==> config.mk <==
export PLATFORM = sky130hd
export DESIGN_NAME = debug_cmd_flat
export DESIGN_NICKNAME = d
export VERILOG_FILES = /design/src/rtl/debug_cmd_pkg.sv /design/src/rtl/debug_cmd_if.sv /design/src/rtl/debug_timeout.sv /design/src/rtl/debug_cmd.sv /design/src/flat_wrapper.sv
export SDC_FILE = /design/constraint.sdc
export NUM_CORES = 1
export LEC_CHECK = 0
export ABC_AREA = 1
export CAP_MARGIN = 0
export CORE_MARGIN = 2
export CORE_UTILIZATION = 55
export CTS_CLUSTER_SIZE = 25
export DETAILED_ROUTE_END_ITERATION = 6
export PLACE_DENSITY_LB_ADDON = 0.05
export SLEW_MARGIN = 25
export SYNTH_ARGS = -nofsm -noshare
export SYNTH_HDL_FRONTEND = slang
export SYNTH_SLANG_ARGS = --single-unit
==> constraint.sdc <==
create_clock -name clk -period 1.8 [get_ports clk]
set_input_delay 0.45 -clock clk [delete_from_list [all_inputs] [get_ports clk]]
set_output_delay 0.45 -clock clk [all_outputs]
set_load 0.05 [all_outputs]
Figure 1. Clock distribution.
The bar under the picture is 20 um long.
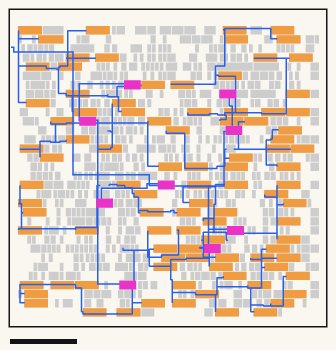
[flip-flops] orange | count: 95
[clock wires] blue | length: 1,150 um
[clock-net drivers] magenta | count: 9
routed clock nets	10
Clock Power: 1.50 mW
Clock Skews: 0.0141 ns
worst-skew pair later-pin latency: 0.38 ns

Figure 2. Clock wiring as the flow saved it.
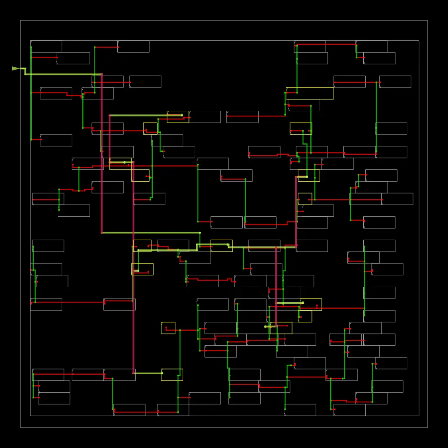
Clock Buffer Count: 9
FF+latch count: 95
CTS buffer count: 9
Num Clock Sinks: 95

Figure 3. Register map, names as in the netlist.
The bar under the picture is 20 um long. Other sequential cells in the stronger gray, the rest of the logic in the fainter gray.
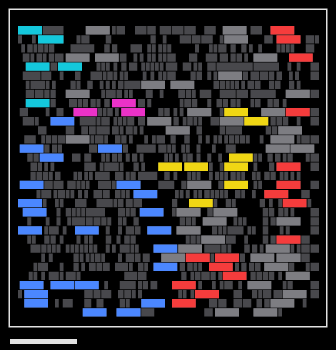
signal	color	flops
`u_core.lo_q`	yellow	8
`u_core.bp_addr`	red	16
`u_core.u_timeout.cnt`	blue	23
`u_core.rst_cnt_q`	cyan	5
`u_core.state_q`	magenta	3
not colored	40
register area: 0.00190 mm^2
Finished Core Util: 68.4%
sequential power: 2.32 mW

==> job_summary.md <==
## Synthesis and layout report

| Metric | Value |
|---|---|
| Status | complete, no violations |
| Flip-flops with a built-in enable | 0 |
| Max clock buf depth | 2 |
| Post-CTS Hold Buffers | 0 |
| Main flop type after synthesis | dfxtp_1 |
| Initial antenna violation count | 0 |
| Setup ws final | 0.0457 ns |
| Core area | slightly below 0.008 mm^2 |
| Critical Path End Type | primary output |
| Final nets | 726 |
| Synth Instances | between 600 and 700 |
| Post-CTS sizing | 1 |
| Area reported by Yosys stat | between 0.004 and 0.005 mm^2 |
| Final worst path period share | between 90% and 100% |
| CTS tree | built |
| Synth cell types | between 40 and 50 |
| Final Hold Viols | 0 |
| Max stage delay on crit path | between 0.3 and 0.4 ns |
| First-pass GRT wire length | ~18,000 um |
| Adder Share, Synth | about 1.1% |
| Cell Pwr Density | a little over 900 mW/mm^2 |
| I/O Buffers | approximately 55 |
| Largest net degree at the start of global routing | 39 |
| Biggest area consumer among synthesized cells | dfxtp_1 |
| Post-DRT Antenna Nets | 0 |
| Tally of OpenROAD warnings | 29 |
| Final wirelength | roughly 11,000 um |
| R2R cell count | 8 |
| DRC violation count after routing | 0 |
| Routability congestion estimate | 0.943 |
| Worst Hold Path Cells | 2 |
| Worst R2R Setup Slack | 0.17 ns |
| Die W | around 94 um |
| FMAX | 0.570 GHz |
| Fillcell total | around 690 |
| Post-Synth XOR/XNOR Area | 1.75% |
| WP depth | 4 |
| # diodes | 0 |
| Post-Place Worst Slack | -0.101 ns |
| Via count | 4,236 |
| Init Core Util | 57.4% |
| Crit Path Class | flip-flop to primary output |
| Number of global-route vias before repair | roughly 3,900 |
| Post-DP HPWL | around 7800 um |
| Drt via density | 5.20 |
| Complex Gates by Area | about 15% |
| Critical Path Slowest Stage Cell | dfxtp_2 |
| Area leader share | 42.3% |
| Comb area leader | simple AND/OR/NAND/NOR gates |
| WP buf/inv | 2 |
| Total iterations of the first detailed-routing run | 5 |
| P&R area growth vs syn | 19.3% |
| Ys Warns | 0 |
| Setup Buffers After CTS | 0 |
-- cell usage in the layout (no fill, tap or decap), types with 6 or more instances in the layout --
master / count
xnor2_1: 7
inv_1: 63
nor2_2: 7
o21ai_0: 49
nand2_1: 121
a21oi_1: 65
nor2_1: 110
dfxtp_1: 94
buf_4: 64
nand2_2: 7
nand3_1: 24
nor3_1: 7
clkdlybuf4s50_1: 13
inv_2: 6
clkbuf_8: 9
nand4_1: 9
-- stage by stage --
stage / power [mW] / cell area, um^2 / cells / utilization [%] / setup TNS, ns
5_1_grt: 5.16 / 5370 / 815 / 68.4 / -0.0551
4_1_cts: 4.88 / 5360 / 815 / 68.2 / 0
3_3_place_gp: 3.35 / 5140 / 799 / 65.5 / -0.0874
6_report: 4.89 / 5370 / 815 / 68.4 / 0
3_5_place_dp: 3.37 / 5140 / 799 / 65.5 / -0.522
2_1_floorplan: 3.07 / 4510 / 640 / - / 0
-- area by class of cell --
cell class / count / area (um^2) / area share, %
repair buffers: 78 / 631 / 11.7
inverters: 74 / 283 / 5.27
clock buffers: 9 / 124 / 2.31
clock inverters: 7 / 87.6 / 1.63
well taps: 102 / 128 / 2.38
multi-input cells: 450 / 2210 / 41.2
flip-flops and latches: 95 / 1900 / 35.4
-- worst register-to-register path, delay by kind of cell, from the launching register on --
family	cells	cell delay (ns)
compound gates	2	0.17
flops	1	0.36
simple gates	6	0.96
-- report_power, final --
group          leakage (nW)  internal, mW  switching, mW
combinational          1.46         0.398          0.670
sequential            0.775          2.22         0.0956
clock                 0.108         0.674          0.831
total                  2.34          3.29           1.60
-- per-layer routing --
layer	vias up	wire [um]	track usage [%]
li1	2184	-	-
met2	108	5210	43.8
met3	18	489	3.75
met4	0	175	9.30
met5	-	0	0
met1	1926	4660	31.5
-- logic make-up after synthesis --
family,count (synthesis)
AOI/OAI and AO/OA,128
xor gates and xnor gates,9
adders and majority gates,4
buffers and inverters,95
DFF,95
other,1
and+or+nand+nor,305
Power figures rest on the tool's default switching activity, not on a simulated workload.
